[src/rtl/enc_period_avg.sv]
// Encoder period averager: captures settled edge-to-edge periods into an N-deep moving average.
// Result SETTLE+2 cycles after edge_stb; edges arriving mid-capture restart the settle window and count a drop.
module enc_period_avg #(
  parameter int LOG2N  = 2,
  parameter int SETTLE = 3
) (
  input  logic        clk,
  input  logic        reset,
  input  logic [31:0] period_in,
  input  logic        edge_stb,
  output logic [21:0] avg_period,
  output logic [21:0] period_out,
  output logic        avg_dir,
  output logic        avg_valid,
  output logic        avg_stb,
  output logic        ovf,
  output logic [7:0]  drop_cnt
);

  localparam int N  = 1 << LOG2N;
  localparam int SW = 22 + LOG2N;
  localparam int CW = $clog2(SETTLE + 1);
  localparam logic [21:0]  OVF_VAL = 22'h3FFFFF;
  localparam logic [LOG2N:0] FULL  = (LOG2N + 1)'(N);

  typedef enum logic [1:0] {ST_IDLE, ST_SETTLE, ST_CAPTURE, ST_UPDATE} state_t;
  // With a one-cycle settle the capture happens directly after the edge.
  localparam state_t ST_ENTRY = (SETTLE <= 1) ? ST_CAPTURE : ST_SETTLE;

  state_t          state;
  logic [CW-1:0]   settle_cnt;
  logic            pend;
  logic [21:0]     sample;
  logic            s_latched, s_dir, s_dchg;
  logic [LOG2N:0]  fill;
  logic [SW-1:0]   sum;
  logic [LOG2N-1:0] wr_ptr;
  logic [21:0]     ring [N];

  logic            is_ovf, flush, full, wr_en, nx_valid;
  logic [LOG2N:0]  base_fill, nx_fill;
  logic [SW-1:0]   base_sum, nx_sum;
  logic [LOG2N-1:0] base_ptr, nx_ptr;
  logic [21:0]     nx_avg;
  logic            unused_bits;

  assign unused_bits = ^period_in[28:22];

  always_comb begin
    is_ovf    = (sample == OVF_VAL);
    flush     = s_dchg || ((fill != '0) && (s_dir != avg_dir)) || is_ovf;
    base_fill = flush ? '0 : fill;
    base_sum  = flush ? '0 : sum;
    base_ptr  = flush ? '0 : wr_ptr;
    full      = (base_fill == FULL);
    nx_fill   = '0;
    nx_sum    = '0;
    nx_ptr    = '0;
    if (!is_ovf) begin
      if (full) begin
        nx_sum  = base_sum + SW'(sample) - SW'(ring[base_ptr]);
        nx_fill = base_fill;
      end else begin
        nx_sum  = base_sum + SW'(sample);
        nx_fill = base_fill + 1'b1;
      end
      nx_ptr = base_ptr + 1'b1;
    end
    nx_valid = (nx_fill == FULL);
    nx_avg   = nx_valid ? 22'(nx_sum >> LOG2N) : sample;
    wr_en    = (state == ST_UPDATE) && s_latched && !is_ovf;
  end

  always_ff @(posedge clk) begin
    if (wr_en) ring[base_ptr] <= sample;
  end

  always_ff @(posedge clk or posedge reset) begin
    if (reset) begin
      state      <= ST_IDLE;
      settle_cnt <= '0;
      pend       <= 1'b0;
      sample     <= '0;
      s_latched  <= 1'b0;
      s_dir      <= 1'b0;
      s_dchg     <= 1'b0;
      fill       <= '0;
      sum        <= '0;
      wr_ptr     <= '0;
      avg_period <= '0;
      period_out <= '0;
      avg_dir    <= 1'b0;
      avg_valid  <= 1'b0;
      avg_stb    <= 1'b0;
      ovf        <= 1'b0;
      drop_cnt   <= '0;
    end else begin
      avg_stb <= 1'b0;
      // Live free-running count wins once it exceeds the average: the encoder is slowing.
      if (avg_valid && !period_in[31] && !period_in[29] && (period_in[21:0] > avg_period))
        period_out <= period_in[21:0];
      else
        period_out <= avg_period;

      case (state)
        ST_IDLE: begin
          if (edge_stb || pend) begin
            pend       <= 1'b0;
            settle_cnt <= CW'(SETTLE);
            state      <= ST_ENTRY;
          end
        end
        ST_SETTLE: begin
          if (edge_stb) begin
            settle_cnt <= CW'(SETTLE);
            state      <= ST_ENTRY;
            if (drop_cnt != 8'hFF) drop_cnt <= drop_cnt + 8'd1;
          end else begin
            settle_cnt <= settle_cnt - 1'b1;
            if (int'(settle_cnt) <= 2) state <= ST_CAPTURE;
          end
        end
        ST_CAPTURE: begin
          if (edge_stb) begin
            settle_cnt <= CW'(SETTLE);
            state      <= ST_ENTRY;
            if (drop_cnt != 8'hFF) drop_cnt <= drop_cnt + 8'd1;
          end else begin
            sample    <= period_in[21:0];
            s_latched <= period_in[31];
            s_dir     <= period_in[30];
            s_dchg    <= period_in[29];
            state     <= ST_UPDATE;
          end
        end
        default: begin
          if (edge_stb) pend <= 1'b1;
          avg_stb <= 1'b1;
          if (s_latched) begin
            fill       <= nx_fill;
            sum        <= nx_sum;
            wr_ptr     <= nx_ptr;
            avg_dir    <= s_dir;
            ovf        <= is_ovf;
            avg_valid  <= nx_valid;
            avg_period <= nx_avg;
          end
          state <= ST_IDLE;
        end
      endcase
    end
  end

endmodule

[config.mk]
export PLATFORM = sky130hd
export DESIGN_NAME = enc_period_avg
export DESIGN_NICKNAME = d
export VERILOG_FILES = /design/src/rtl/enc_period_avg.sv
export SDC_FILE = /design/constraint.sdc
export NUM_CORES = 1
export LEC_CHECK = 0
export CORE_ASPECT_RATIO = 0.75
export CORE_MARGIN = 3
export CORE_UTILIZATION = 30
export CTS_CLUSTER_DIAMETER = 30
export CTS_CLUSTER_SIZE = 25
export DETAILED_ROUTE_END_ITERATION = 10
export PLACE_DENSITY_LB_ADDON = 0.1
export SLEW_MARGIN = 5
export SYNTH_ARGS = -nofsm -noshare
export SYNTH_HDL_FRONTEND = slang
export SYNTH_SLANG_ARGS = --single-unit
[constraint.sdc]
create_clock -name clk -period 7.53 [get_ports clk]
set_clock_uncertainty 0.15 [all_clocks]
set_input_delay 1.1295 -clock clk [delete_from_list [all_inputs] [get_ports clk]]
set_output_delay 1.1295 -clock clk [all_outputs]
set_load 0.03 [all_outputs]
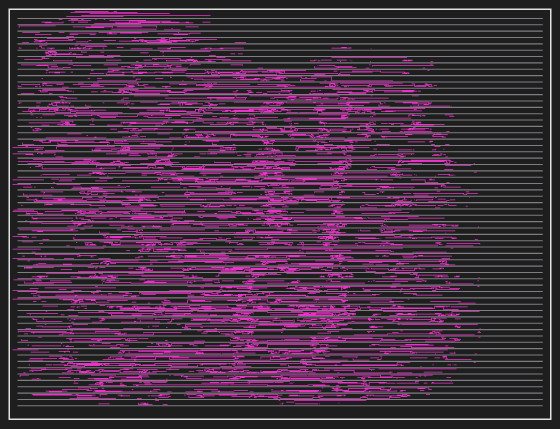
Fig. 1. M1 wires.
Supply wires on this layer in grey.
longest straight run: 57.7 um
share of all routed wire: 56%
wire length on this layer: 18300 um
nets with wire on the layer: 1213
final WL: 33.0 mm
detailed-route via count: 8526
GR Util met1: 26.3%

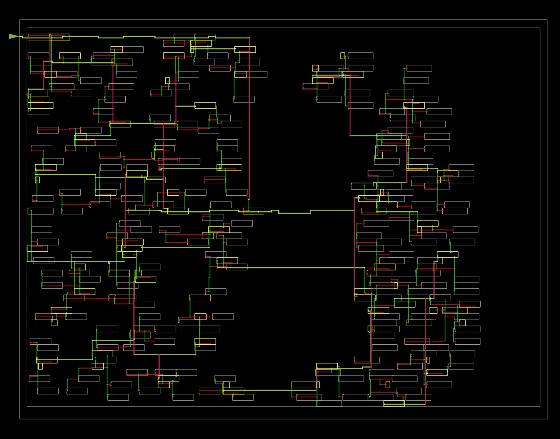
Fig. 2. Clock wiring as the flow saved it.
# clock sinks: 203
CTS buffer count: 51

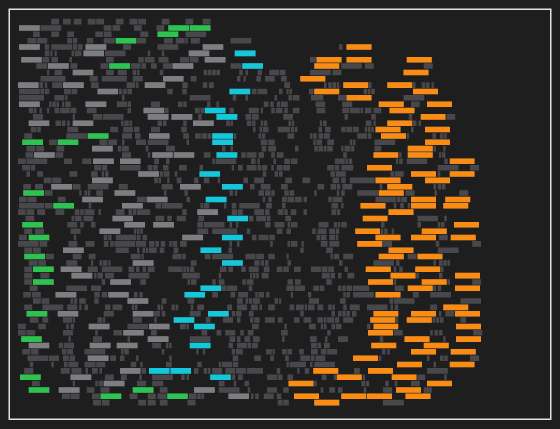
Fig. 3. Where the registers sit.
Other sequential cells in the stronger grey, the rest of the logic in the fainter grey.
[period_out] green | placed flops: 22
[sum] cyan | placed flops: 24
[ring] orange | placed flops: 88 | where: a column on the right
not coloured: 69
Seq/total area: 37.7%
Util after Layout: 39.2%
FF+latch area: 5520 um2

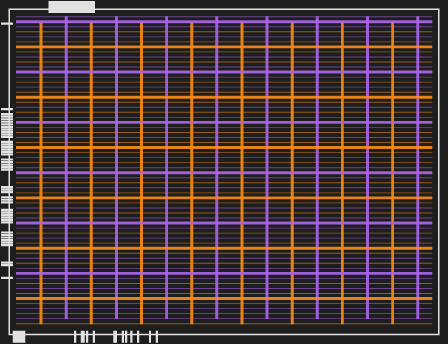
Fig. 4. PDN straps and rails.
Pins as bars on the die edge.
[VSS] orange
[VDD] purple
met4 straps: 16
met1 rails: 62
rows: 61
Die X-Extent: 231 um

==> job_summary.md <==
## PnR job results

| Metric | Value |
|---|---|
| R2r setup slk | 0.71 ns |
| Min-Delay Endpoint | sum[12] |
| Cell type with the largest total area | dfrtp_1 |
| Worst Tran Pin Value | 0.921 ns |
| Cts repair resizes | 0 |
| Area of the die | 40500 um2 |
| H-tree Lvls | 2 |
| # setup viols final | 0 |
| Tcrit/Tclk final | 90.6% |
| Drt via density | 4.91 |
| Status | completed |
| Final Hold Viols | 0 |
| Row count | 61 |
| Top_reg_cell synth | dfrtp_1 |
| Ys Warns | 0 |
| Global Route Usage Sum | 16.6% |
| Vias in the first global route | 8731 |
| Critical Path End | sum[23] |
| Avg Inst Size Synth | 10.7 um2 |
| Hold_ws | 0.313 ns |
| Cell breakdown of the critical path | nand4_1, or4_4, o41a_4, and2_1, ha_1, fa_1, a211oi_1, o211ai_1, a41o_1, a211oi_2, o31a_1, xnor2_1, ha_1, a21o_1, a21o_1, a21oi_1, a21boi_0, o21ai_0, a2111oi_2, xnor2_1, o21ai_0 |
| RePlAce Congestion | 0.826 |
| Worst setup EP type | register |
| Reg-to-Reg Start | sample[4] |
| Met1 WL | 18.3 mm |
| Worst Path Arrival | 7.09 ns |
| Core Area | 37300 um2 |
| Post-Syn Nets | 1187 |
| Worst Hold Class | reg -> reg |
| Share of layout cells above drive strength 1 | 16.2% |
| Crit path DRT | 7.80 ns |
[metrics by stage]
stage                     cell area, um2  std cells
after floorplan                    11400       1072
after global placement             12900       1640
after detailed placement           12900       1640
after CTS                          14600       1735
after global routing               14600       1735
final                              14600       1735
[per-layer routing]
layer  GRT usage, %  vias to the layer above
li1               -                     4184
met1           26.3                     4151
met2           22.6                      145
met3           3.50                       46
met4           3.82                        0
met5              0                        -
[area by class of cell]
type | instances | area (um2)
Fill cell | 3664 | 22700
Sequential cell | 203 | 5520
Inverter | 40 | 154
Clock inverter | 31 | 345
Timing Repair Buffer | 107 | 1010
Multi-Input combinational cell | 786 | 5540
Clock buffer | 64 | 1430
Tap cell | 504 | 631
[layout by cell type, fill, tap and decap left out, drive strengths merged, types with 15 or more instances in the layout]
| cell | count |
|---|---|
| a211oi | 15 |
| a21o | 32 |
| a21oi | 66 |
| and2 | 29 |
| and3 | 19 |
| buf | 24 |
| clkbuf | 64 |
| clkdlybuf4s50 | 83 |
| clkinv | 20 |
| dfrtp | 115 |
| edfxtp | 88 |
| ha | 78 |
| inv | 40 |
| mux2 | 69 |
| nand2 | 136 |
| nand3 | 40 |
| nor2 | 39 |
| o21ai | 69 |
| xnor2 | 22 |
| xor2 | 17 |
[state kept, by name, summed over array words and instances (netlist names)]
signal	flops
pend	1
s_dir	1
settle_cnt	2
wr_ptr	2
avg_stb	1
period_out	22
sample	22
state	2
s_dchg	1
fill	3
drop_cnt	8
avg_valid	1
ovf	1
s_latched	1
avg_dir	1
avg_period	22
sum	24
ring	88
